==> src/rtl/prog_loader.sv <==
// Streaming byte-to-word program loader; holds the CPU in reset until the image is written.
// Optional checksum of written words: define LOADER_CHECKSUM_EN.
module prog_loader #(
  parameter int ADDR_WIDTH = 10,
  parameter int WORD_BYTES = 4,
  parameter int BIG_ENDIAN = 1
) (
  input  logic                    clock,
  input  logic                    reset,
  input  logic                    start,
  input  logic                    in_valid,
  input  logic [7:0]              in_byte,
  input  logic                    in_last,
  output logic                    in_ready,
  output logic                    mem_we,
  output logic [ADDR_WIDTH-1:0]   mem_addr,
  output logic [8*WORD_BYTES-1:0] mem_wdata,
  output logic                    cpu_hold,
  output logic                    busy,
  output logic                    done,
  output logic                    error,
  output logic [ADDR_WIDTH:0]     word_count,
  output logic [8*WORD_BYTES-1:0] chk_out
);

  localparam int DW = 8 * WORD_BYTES;
  localparam int SH = $clog2(WORD_BYTES);
  localparam int LW = (SH > 0) ? SH : 1;
  localparam int MAX_WORDS = (2 ** ADDR_WIDTH) / WORD_BYTES;
  localparam logic [ADDR_WIDTH:0] MAX_WC = (ADDR_WIDTH + 1)'(MAX_WORDS);
  localparam logic [LW-1:0] LAST_LANE = LW'(WORD_BYTES - 1);

  typedef enum logic [2:0] {
    S_IDLE,
    S_LOAD,
    S_WRITE,
    S_DONE,
    S_ERROR
  } state_t;

  state_t              state;
  state_t              state_d;
  logic [LW-1:0]       lane;
  logic [LW-1:0]       pos;
  logic [DW-1:0]       asm_q;
  logic [DW-1:0]       placed;
  logic                last_q;
  logic [ADDR_WIDTH:0] wc;
  logic                accept;
  logic                full;
  logic                can_start;

  assign in_ready  = (state == S_LOAD);
  assign accept    = in_valid & in_ready;
  assign full      = (wc == MAX_WC);
  assign can_start = start & ((state == S_IDLE) |
                              (state == S_DONE) |
                              (state == S_ERROR));

  assign pos    = (BIG_ENDIAN != 0) ? (LAST_LANE - lane) : lane;
  assign placed = DW'(in_byte) << (32'(pos) << 3);

  assign mem_we     = (state == S_WRITE);
  assign mem_addr   = ADDR_WIDTH'(wc << SH);
  assign mem_wdata  = asm_q;
  assign busy       = (state == S_LOAD) | (state == S_WRITE);
  assign done       = (state == S_DONE);
  assign error      = (state == S_ERROR);
  assign cpu_hold   = (state != S_DONE);
  assign word_count = wc;

  always_ff @(posedge clock or negedge reset) begin
    if (!reset) state <= S_IDLE;
    else        state <= state_d;
  end

  always_comb begin
    state_d = state;
    unique case (state)
      S_IDLE: if (start) state_d = S_LOAD;
      S_LOAD: begin
        if (accept) begin
          if (full)                           state_d = S_ERROR;
          else if (in_last || lane == LAST_LANE) state_d = S_WRITE;
        end
      end
      S_WRITE: state_d = last_q ? S_DONE : S_LOAD;
      S_DONE:  if (start) state_d = S_LOAD;
      S_ERROR: if (start) state_d = S_LOAD;
      default: state_d = S_IDLE;
    endcase
  end

  // Lanes start zeroed, so OR-ing each byte in leaves unfilled lanes padded.
  always_ff @(posedge clock or negedge reset) begin
    if (!reset) begin
      lane   <= '0;
      asm_q  <= '0;
      last_q <= 1'b0;
      wc     <= '0;
    end else if (can_start) begin
      lane   <= '0;
      asm_q  <= '0;
      last_q <= 1'b0;
      wc     <= '0;
    end else if (accept && !full) begin
      asm_q  <= asm_q | placed;
      lane   <= lane + LW'(1);
      last_q <= in_last;
    end else if (state == S_WRITE) begin
      lane  <= '0;
      asm_q <= '0;
      wc    <= wc + (ADDR_WIDTH + 1)'(1);
    end
  end

`ifdef LOADER_CHECKSUM_EN
  logic [DW-1:0] chk_q;

  always_ff @(posedge clock or negedge reset) begin
    if (!reset)                chk_q <= '0;
    else if (can_start)        chk_q <= '0;
    else if (state == S_WRITE) chk_q <= chk_q ^ asm_q;
  end

  assign chk_out = chk_q;
`else
  assign chk_out = '0;
`endif

endmodule

==> config.mk <==
export PLATFORM = sky130hd
export DESIGN_NAME = prog_loader
export DESIGN_NICKNAME = d
export VERILOG_FILES = /design/src/rtl/prog_loader.sv
export SDC_FILE = /design/constraint.sdc
export NUM_CORES = 1
export LEC_CHECK = 0
export ABC_AREA = 1
export CORE_ASPECT_RATIO = 0.75
export CORE_UTILIZATION = 48
export DETAILED_ROUTE_END_ITERATION = 10
export PLACE_DENSITY = 0.92
export SLEW_MARGIN = 20
export SYNTH_ARGS = -nofsm -noshare
export SYNTH_HDL_FRONTEND = slang
export SYNTH_SLANG_ARGS = --single-unit
==> constraint.sdc <==
create_clock -name clock -period 4.4 [get_ports clock]
set_input_delay 0.66 -clock clock [delete_from_list [all_inputs] [get_ports clock]]
set_output_delay 0.66 -clock clock [all_outputs]
set_load 0.02 [all_outputs]
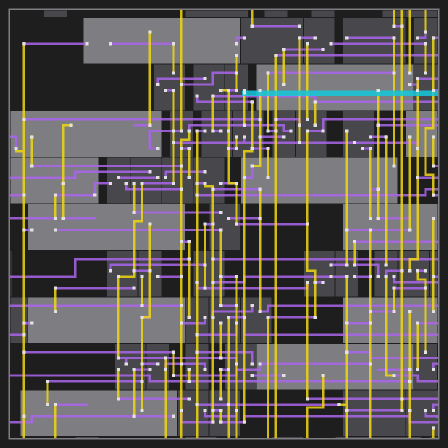
(layout detail)
Window x 10 to 35, y 38 to 63 um. Cells in gray, sequential cells in the stronger gray; small squares are vias.
- M3: cyan
- M2: yellow
- M1: purple
- netlist names of flops here include: `mem_wdata` (11)
- most frequent: nand3_1 (11), nand2_1 (11), dfrtp_1 (11)
- sequential cells in the window: 11
- cells with their middle in the window: 48

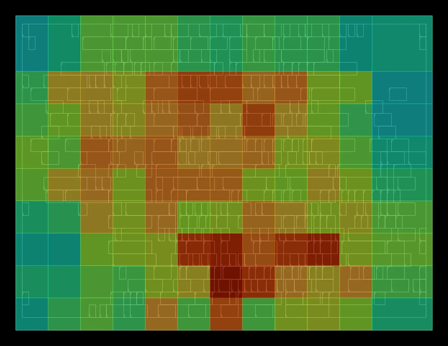
(routing congestion map)
post-detailed-route wirelength per cell: 13.6 um
global routing usage on met3: 4.58%

==> impl_results.html <==
<h2>Implementation results</h2>
<table>
<tr><th>Metric</th><th>Value</th></tr>
<tr><th colspan="2">Setup path</th></tr>
<tr><td>CP top delay family</td><td>buffers and inverters</td></tr>
<tr><td>Endpoint arrival time on the critical path</td><td>1850 ps</td></tr>
<tr><td>Type of destination of the critical path</td><td>output pin</td></tr>
<tr><td>Number of stages on the worst setup path</td><td>5</td></tr>
<tr><td>Crit Reg-Reg Endpoint</td><td>lane[0]$_DFFE_PN0P_</td></tr>
<tr><td>Worst Setup Start Kind</td><td>register</td></tr>
<tr><td>Critical-path top delay cell</td><td>sky130_fd_sc_hd__clkdlybuf4s50_1</td></tr>
<tr><td>Largest fanout of any net on the critical path</td><td>11</td></tr>
<tr><th colspan="2">Pwr</th></tr>
<tr><td>Worst-case vdd ir drop</td><td>0.000208 V</td></tr>
<tr><td>Internal power component</td><td>912 uW</td></tr>
<tr><td>Combinational cell power</td><td>740 uW</td></tr>
<tr><td>Flip-flop and latch power</td><td>627 uW</td></tr>
<tr><td>Clock-net power</td><td>259 uW</td></tr>
<tr><td>Areal power density over the cells</td><td>494 nW/um2</td></tr>
<tr><td>Final Total Pwr</td><td>1630 uW</td></tr>
<tr><td>Net switching power</td><td>713 uW</td></tr>
<tr><th colspan="2">Floorplanning</th></tr>
<tr><td>Tapcells</td><td>75</td></tr>
<tr><td>Count of standard-cell rows</td><td>23</td></tr>
<tr><td>Number of top-level design ports</td><td>104</td></tr>
<tr><td>Die footprint</td><td>5950 um2</td></tr>
<tr><td>Share of the core filled by cells before placement</td><td>50.3%</td></tr>
<tr><td>Die height</td><td>67.1 um</td></tr>
<tr><td>Floorplan die width</td><td>88.7 um</td></tr>
<tr><th colspan="2">Detailed routing</th></tr>
<tr><td>DR WL met2</td><td>2900 um</td></tr>
<tr><td>1st-iter DRT viols</td><td>356</td></tr>
<tr><td>Routed via count divided by cell count</td><td>5.09</td></tr>
<tr><td>Final antenna-violating net count</td><td>0</td></tr>
<tr><td>Via count of the routed design</td><td>2,373</td></tr>
<tr><th colspan="2">Final layout</th></tr>
<tr><td>Area of all sequential standard cells</td><td>1230 um2</td></tr>
<tr><td>Number of flip-flops in the largest register</td><td>32</td></tr>
<tr><td>Layout inverter count without the clock tree</td><td>23</td></tr>
<tr><td>Combinational share of cell area</td><td>33.5%</td></tr>
<tr><td>Top class by area</td><td>flip-flops and latches</td></tr>
<tr><td>Seq area share</td><td>37.2%</td></tr>
<tr><td>Fraction of layout instances using a drive strength above 1</td><td>3.58%</td></tr>
<tr><td>Share of final layout cell area taken by non-clock buffers</td><td>21.1%</td></tr>
<tr><td>Combinational gate area</td><td>1100 um2</td></tr>
<tr><td>N_diodes</td><td>0</td></tr>
<tr><td>P&amp;R area growth vs syn</td><td>21.6%</td></tr>
<tr><td>Most common cell after layout, fill and taps aside</td><td>sky130_fd_sc_hd__nand2_1</td></tr>
<tr><td>Most used cells in the layout excluding fill and tap cells</td><td>sky130_fd_sc_hd__nand2_1, sky130_fd_sc_hd__clkdlybuf4s50_1, sky130_fd_sc_hd__nand3_1</td></tr>
<tr><td>Number of sequential storage elements</td><td>49</td></tr>
<tr><th colspan="2">Final timing</th></tr>
<tr><td>Clock period minus worst slack</td><td>2510 ps</td></tr>
<tr><td>Post-Route Setup TNS</td><td>0 ps</td></tr>
<tr><td>Relative slew margins</td><td>58.1%</td></tr>
<tr><td>Min Hold Slack</td><td>369 ps</td></tr>
<tr><td>Unrepaired setup endpoints after global routing</td><td>no</td></tr>
<tr><td>Count of pins over their slew limit</td><td>0</td></tr>
<tr><td>Max Freq</td><td>0.398 GHz</td></tr>
<tr><th colspan="2">Global routing</th></tr>
<tr><td>Via count of the first global-routing pass</td><td>2,132</td></tr>
<tr><th colspan="2">CTS</th></tr>
<tr><td>Number of hold buffers added after cts</td><td>0</td></tr>
<tr><td>Clock sink count</td><td>49</td></tr>
<tr><td>CTS max path bufs</td><td>2</td></tr>
<tr><td>TritonCTS clock tree</td><td>built</td></tr>
<tr><td>H-Tree Depth</td><td>2</td></tr>
<tr><th colspan="2">Outcome</th></tr>
<tr><td>Result of the run</td><td>completed</td></tr>
<tr><th colspan="2">Synthesis</th></tr>
<tr><td>Total cells reported by yosys after synthesis</td><td>339</td></tr>
<tr><td>Most frequently used cell type in the post-synthesis netlist</td><td>sky130_fd_sc_hd__nand2_1</td></tr>
<tr><td>Number of instances in the synthesized netlist</td><td>339</td></tr>
<tr><td>Area share of fa/ha/maj cells after synthesis</td><td>1.39%</td></tr>
<tr><td>Most used DFF post-synth</td><td>sky130_fd_sc_hd__dfrtp_1</td></tr>
<tr><td>Post-synthesis cell type with the largest combined area</td><td>sky130_fd_sc_hd__dfrtp_1</td></tr>
<tr><td>Largest cells by area after synthesis</td><td>sky130_fd_sc_hd__dfrtp_1, sky130_fd_sc_hd__buf_4, sky130_fd_sc_hd__nand2_1, sky130_fd_sc_hd__nand3_1, sky130_fd_sc_hd__o21ai_0</td></tr>
<tr><td>Number of enable-type register cells in the synthesized netlist</td><td>0</td></tr>
<tr><td>Post-Syn Area per Cell</td><td>7.99 um2</td></tr>
<tr><td>Synthesized registers</td><td>49</td></tr>
<tr><td>Register share after synthesis</td><td>45.3%</td></tr>
<tr><td>Yosys chip area</td><td>2710 um2</td></tr>
<tr><td>Synth Area in Simple Gates</td><td>26.6%</td></tr>
<tr><td>Fraction of synthesized cell area in xor and xnor cells</td><td>0%</td></tr>
<tr><td>Share of cell area taken by muxes after synthesis</td><td>0%</td></tr>
<tr><td>And-or/or-and share of the synthesized area</td><td>8.13%</td></tr>
<tr><th colspan="2">Place</th></tr>
<tr><td>Post-Place Worst Slack</td><td>1930 ps</td></tr>
<tr><td>Gpl congestion</td><td>0.920</td></tr>
<tr><td>Post-detail-place hpwl</td><td>4500 um</td></tr>
<tr><td>Number of placed cells counting well taps</td><td>458</td></tr>
<tr><td>Count of buffers inserted at the top-level ports</td><td>69</td></tr>
<tr><th colspan="2">Hold path</th></tr>
<tr><td>Hold/Removal Path Class</td><td>in2async</td></tr>
</table>
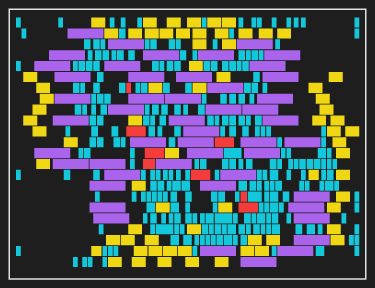
(placed cells, one color a class)
Drawn at 4 px/um.
- remaining buffers and delay cells: yellow (cells 70; share of their area 22%)
- sequential cells: purple (cells 49; share of their area 38%)
- clock drivers and dummy loads: red (cells 8; share of their area 2.7%)
- remaining logic cells: cyan (cells 264; share of their area 37%)

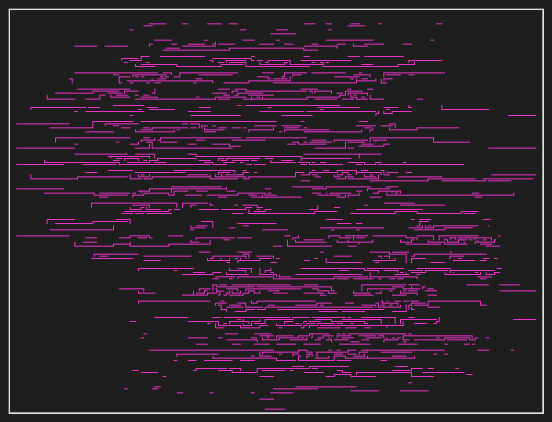
(the metal 1 layer)
Drawn at 6 px/um.
- main direction: horizontal
- longest straight run: 22.5 um
- nets with wire on the layer: 342
- share of all routed wire: 46%

No activity file was given, so power comes from the tool's default toggle rates.
